**config.mk**
```make
export PLATFORM = sky130hd
export DESIGN_NAME = uart_frame_parser_flat
export DESIGN_NICKNAME = d
export VERILOG_FILES = /design/src/rtl/uart_frame_parser_if.sv /design/src/rtl/uart_frame_parser.sv /design/src/flat_wrapper.sv
export SDC_FILE = /design/constraint.sdc
export NUM_CORES = 1
export LEC_CHECK = 0
export CORE_MARGIN = 5
export CORE_UTILIZATION = 60
export DETAILED_ROUTE_END_ITERATION = 7
export GPL_TIMING_DRIVEN = 0
export PLACE_DENSITY = 0.88
export SETUP_SLACK_MARGIN = 0.3
export SLEW_MARGIN = 20
export SYNTH_ARGS = -nofsm -noshare
export SYNTH_HDL_FRONTEND = slang
export SYNTH_SLANG_ARGS = --single-unit
```
**constraint.sdc**
```tcl
create_clock -name clk -period 3.2 [get_ports clk]
set_input_delay 0.32 -clock clk [delete_from_list [all_inputs] [get_ports clk]]
set_output_delay 0.32 -clock clk [all_outputs]
set_load 0.02 [all_outputs]
```
**src/rtl/uart_frame_parser_if.sv**
```systemverilog
// ---------------------------------------------------------------------------
// uart_frame_parser_if
//
// Groups the byte-level handshake signals of uart_frame_parser.
//   in_data   [7:0]  received byte from the UART receiver
//   in_valid         one-cycle pulse per received byte
//   out_data  [7:0]  verified payload byte
//   out_valid        out_data holds a verified payload byte
//   out_ready        downstream consumer accepts out_data
//   out_last         marks the final payload byte of a frame
//
// Modports:
//   slave  - the parser's view (consumes bytes, produces the payload stream)
//   master - the environment's view (UART receiver plus payload consumer)
// ---------------------------------------------------------------------------
interface uart_frame_parser_if;
  logic [7:0] in_data;
  logic       in_valid;
  logic [7:0] out_data;
  logic       out_valid;
  logic       out_ready;
  logic       out_last;

  modport slave (
    input  in_data, in_valid, out_ready,
    output out_data, out_valid, out_last
  );

  modport master (
    output in_data, in_valid, out_ready,
    input  out_data, out_valid, out_last
  );
endinterface

```
**src/rtl/uart_frame_parser.sv**
```systemverilog
// ---------------------------------------------------------------------------
// uart_frame_parser
//
// Assembles bytes from a UART receiver into frames of the form
//   SYNC, LEN, LEN payload bytes, XOR checksum
// buffers the payload and releases it on a valid/ready stream only after the
// checksum (XOR of LEN and every payload byte) matches.
//
// Ports:
//   clk        system clock, rising edge
//   rst        asynchronous active-low reset
//   bus        uart_frame_parser_if.slave (in_*, out_* handshake signals)
//   frame_ok   one-cycle pulse when a frame's checksum matches
//   frame_err  one-cycle pulse on any error
//   err_code   sticky code of the last error: 0 LEN, 1 CHKSUM, 2 TIMEOUT,
//              3 OVERRUN
//   busy       a frame is being parsed or drained
//   o_LEDS     first payload byte of the last good frame
// ---------------------------------------------------------------------------
module uart_frame_parser #(
  parameter int         MAX_LEN     = 16,
  parameter logic [7:0] SYNC_BYTE   = 8'hA5,
  parameter int         TIMEOUT_CYC = 104160
) (
  input  logic              clk,
  input  logic              rst,
  uart_frame_parser_if.slave bus,
  output logic              frame_ok,
  output logic              frame_err,
  output logic [1:0]        err_code,
  output logic              busy,
  output logic [7:0]        o_LEDS
);

  localparam int AW    = $clog2(MAX_LEN);
  localparam int IDX_W = $clog2(MAX_LEN) + 1;
  localparam int TMO_W = $clog2(TIMEOUT_CYC);

  localparam logic [TMO_W-1:0] TMO_LAST = TMO_W'(TIMEOUT_CYC - 1);

  localparam logic [1:0] ERR_LEN     = 2'd0;
  localparam logic [1:0] ERR_CHKSUM  = 2'd1;
  localparam logic [1:0] ERR_TIMEOUT = 2'd2;
  localparam logic [1:0] ERR_OVERRUN = 2'd3;

  typedef enum logic [2:0] {
    IDLE,
    LEN,
    PAYLOAD,
    CHK,
    DRAIN
  } state_t;

  state_t           state_q, state_d;
  logic [IDX_W-1:0] len_q, len_d;
  logic [7:0]       chk_q, chk_d;
  logic [IDX_W-1:0] wr_idx_q, wr_idx_d;
  logic [IDX_W-1:0] rd_idx_q, rd_idx_d;
  logic [TMO_W-1:0] tmo_q, tmo_d;
  logic             frame_ok_q, frame_ok_d;
  logic             frame_err_q, frame_err_d;
  logic [1:0]       err_code_q, err_code_d;
  logic [7:0]       leds_q, leds_d;

  logic [7:0]       mem_q [MAX_LEN];
  logic             mem_we;
  logic             parsing;
  logic             last_byte;

  // The inter-byte silence counter only matters while a frame is being
  // received; in IDLE and DRAIN it is held at zero.
  assign parsing   = (state_q == LEN) || (state_q == PAYLOAD) || (state_q == CHK);
  assign last_byte = (rd_idx_q == len_q - 1'b1);

  assign bus.out_valid = (state_q == DRAIN);
  assign bus.out_data  = mem_q[rd_idx_q[AW-1:0]];
  assign bus.out_last  = bus.out_valid && last_byte;

  assign frame_ok  = frame_ok_q;
  assign frame_err = frame_err_q;
  assign err_code  = err_code_q;
  assign busy      = (state_q != IDLE);
  assign o_LEDS    = leds_q;

  // Next-state logic. Every parsing state consumes at most one byte per
  // in_valid pulse; the timeout check afterwards only fires on cycles without
  // a byte, so a byte landing on the last allowed cycle still wins. The
  // counter defaults to zero, which clears it on every byte and on every
  // state entry.
  always_comb begin
    state_d     = state_q;
    len_d       = len_q;
    chk_d       = chk_q;
    wr_idx_d    = wr_idx_q;
    rd_idx_d    = rd_idx_q;
    tmo_d       = '0;
    frame_ok_d  = 1'b0;
    frame_err_d = 1'b0;
    err_code_d  = err_code_q;
    leds_d      = leds_q;
    mem_we      = 1'b0;

    unique case (state_q)
      IDLE: begin
        if (bus.in_valid && (bus.in_data == SYNC_BYTE)) begin
          state_d = LEN;
        end
      end

      LEN: begin
        if (bus.in_valid) begin
          if ((bus.in_data == 8'd0) || (bus.in_data > 8'(MAX_LEN))) begin
            frame_err_d = 1'b1;
            err_code_d  = ERR_LEN;
            state_d     = IDLE;
          end else begin
            len_d    = bus.in_data[IDX_W-1:0];
            chk_d    = bus.in_data;
            wr_idx_d = '0;
            state_d  = PAYLOAD;
          end
        end
      end

      PAYLOAD: begin
        if (bus.in_valid) begin
          mem_we   = 1'b1;
          chk_d    = chk_q ^ bus.in_data;
          wr_idx_d = wr_idx_q + 1'b1;
          if (wr_idx_q == len_q - 1'b1) begin
            state_d = CHK;
          end
        end
      end

      CHK: begin
        if (bus.in_valid) begin
          if (bus.in_data == chk_q) begin
            frame_ok_d = 1'b1;
            rd_idx_d   = '0;
            leds_d     = mem_q[0];
            state_d    = DRAIN;
          end else begin
            frame_err_d = 1'b1;
            err_code_d  = ERR_CHKSUM;
            state_d     = IDLE;
          end
        end
      end

      DRAIN: begin
        // A byte arriving while the buffer is being drained is dropped; the
        // drain handshake is handled independently in the same cycle.
        if (bus.in_valid) begin
          frame_err_d = 1'b1;
          err_code_d  = ERR_OVERRUN;
        end
        if (bus.out_ready) begin
          rd_idx_d = rd_idx_q + 1'b1;
          if (last_byte) begin
            state_d = IDLE;
          end
        end
      end

      default: begin
        state_d = IDLE;
      end
    endcase

    if (parsing && !bus.in_valid) begin
      if (tmo_q == TMO_LAST) begin
        frame_err_d = 1'b1;
        err_code_d  = ERR_TIMEOUT;
        state_d     = IDLE;
        tmo_d       = '0;
      end else begin
        tmo_d = tmo_q + 1'b1;
      end
    end
  end

  // State and control registers.
  always_ff @(posedge clk or negedge rst) begin
    if (!rst) begin
      state_q     <= IDLE;
      len_q       <= '0;
      chk_q       <= '0;
      wr_idx_q    <= '0;
      rd_idx_q    <= '0;
      tmo_q       <= '0;
      frame_ok_q  <= 1'b0;
      frame_err_q <= 1'b0;
      err_code_q  <= ERR_LEN;
      leds_q      <= '0;
    end else begin
      state_q     <= state_d;
      len_q       <= len_d;
      chk_q       <= chk_d;
      wr_idx_q    <= wr_idx_d;
      rd_idx_q    <= rd_idx_d;
      tmo_q       <= tmo_d;
      frame_ok_q  <= frame_ok_d;
      frame_err_q <= frame_err_d;
      err_code_q  <= err_code_d;
      leds_q      <= leds_d;
    end
  end

  // Payload buffer. Its contents are left alone by reset; stale bytes are
  // never visible because out_valid only rises after a full frame is stored.
  always_ff @(posedge clk) begin
    if (mem_we) begin
      mem_q[wr_idx_q[AW-1:0]] <= bus.in_data;
    end
  end

endmodule
```
**src/flat_wrapper.sv**
```systemverilog
// flat-port wrapper written by rule: the top's interface ports become plain ports
module uart_frame_parser_flat 
#(
  parameter int         MAX_LEN     = 16,
  parameter logic [7:0] SYNC_BYTE   = 8'hA5,
  parameter int         TIMEOUT_CYC = 104160
)
  (clk, rst, frame_ok, frame_err, err_code, busy, o_LEDS, bus_in_data, bus_in_valid, bus_out_ready, bus_out_data, bus_out_valid, bus_out_last);
  uart_frame_parser_if bus_i ();
  input  logic clk;
  input  logic rst;
  output logic frame_ok;
  output logic frame_err;
  output logic [1:0] err_code;
  output logic busy;
  output logic [7:0] o_LEDS;
  input wire logic [$bits(bus_i.in_data)-1:0] bus_in_data;
  input wire logic [$bits(bus_i.in_valid)-1:0] bus_in_valid;
  input wire logic [$bits(bus_i.out_ready)-1:0] bus_out_ready;
  output wire logic [$bits(bus_i.out_data)-1:0] bus_out_data;
  output wire logic [$bits(bus_i.out_valid)-1:0] bus_out_valid;
  output wire logic [$bits(bus_i.out_last)-1:0] bus_out_last;
  assign bus_i.in_data = bus_in_data;
  assign bus_i.in_valid = bus_in_valid;
  assign bus_i.out_ready = bus_out_ready;
  assign bus_out_data = bus_i.out_data;
  assign bus_out_valid = bus_i.out_valid;
  assign bus_out_last = bus_i.out_last;
  uart_frame_parser #(.MAX_LEN(MAX_LEN), .SYNC_BYTE(SYNC_BYTE), .TIMEOUT_CYC(TIMEOUT_CYC)) u_core (.clk(clk), .rst(rst), .bus(bus_i), .frame_ok(frame_ok), .frame_err(frame_err), .err_code(err_code), .busy(busy), .o_LEDS(o_LEDS));
endmodule
```
### The clock network

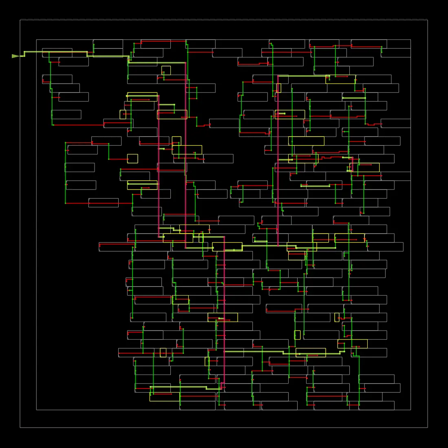
Setup Skew: 0.008794 ns
clock buffer count from CTS: 17
clock sinks: 183
clk latency late pin: 0.43 ns

### Wiring by layer

Scale bar: 50 um.
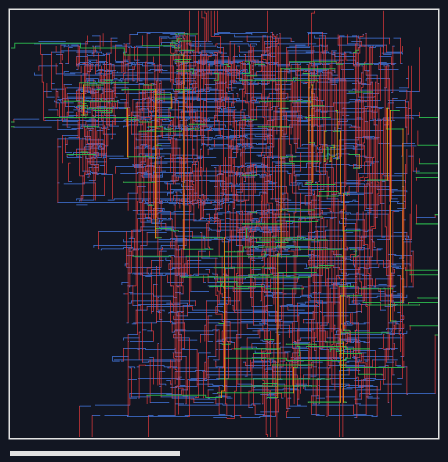
metal 3 -> green  # wire length 1240 um
metal 2 -> red  # wire length 9510 um
metal 4 -> orange  # wire length 603 um
metal 1 -> blue  # wire length 7070 um

==> metrics.csv <==
stage,metric,value,unit
outcome,outcome,completed,
timing,RSZ-0062 raised after global routing,false,
timing,final hold violations,0,
global_routing,first-pass GRT wire length,28700,um
setup_path,Bufs and invs on worst path,2,
route,WL/cell,23.89,um
synth,adder-cell share of the synthesized area,1.090,%
setup_path,Crit path max-delay family,buffers and inverters,
synth,chip area line of the yosys report,8036,um2
synth,Post-synth mux share,11.69,%
global_routing,largest net degree at the start of global routing,56,
clocking,Clock transition at path regs,0.06,ns
synth,simple share,10.40,%
job,max-cap check violation count,0,
finish,Clock-cell share,5.943,%
synth,ao+oa area frac,4.328,%
clocking,CTS tree,built,
synth,Synth top cell by count,edfxtp_1,
power,Comb pwr share,9.3,%
global_routing,GRT met3 Usage,5.080,%
power,P_seq,2.68,mW
clocking,post-cts sizing count,33,
timing,Max Freq,349.5,MHz
min_path,Hold Crit Class,primary input to flop,
finish,register share of the cell area,56.35,%
clocking,clock buffer depth,2,
finish,non-clk buf share,5.862,%
global_routing,gr usage total,23.98,%
synth,Nets at Floorplan,546,
synth,post-synth top area cell,edfxtp_1,
finish,max reg flops,128,
timing,Pins Over Slew Limit,0,
setup_path,CP required,3.51,ns
job,tool warnings,30,
power,sw power,1.190,mW
setup_path,critical path class,primary input to flop,
setup_path,R2R cell count,6,
route,vias per inst,6.590,
finish,flip-flops,183,
synth,ys cells,527,
synth,XORs/XNORs by Area,5.216,%
route,met2 wire length,9506,um
power,Total Power,5.130,mW
power,Internal,3.940,mW
### Cells by drive strength

Scale bar: 50 um.
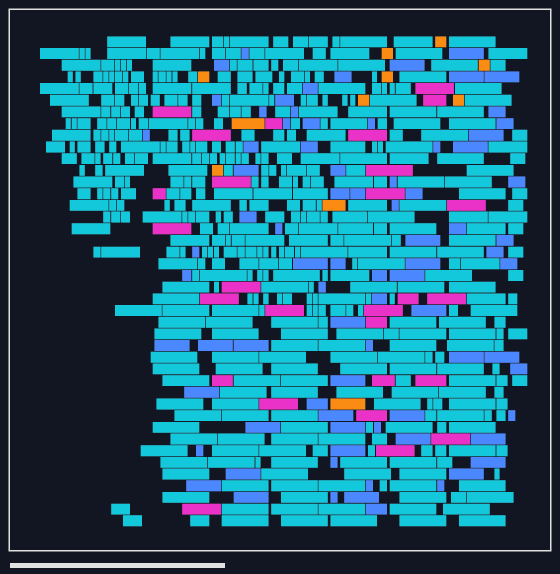
_3 and _4 cells -> orange  # cells 11, share 1.8%
_6 and larger -> magenta  # cells 27, share 4.5%
_2 cells -> blue  # cells 80, share 13%
_0 and _1 cells -> cyan  # cells 477, share 80%
Final WS setup: 0.3392 ns
Finished Cell Area: 9264 um2
number of non-clock buffers in the layout: 65
Layout area overhead: 15.27%

Power is estimated from default activity; no workload was simulated.
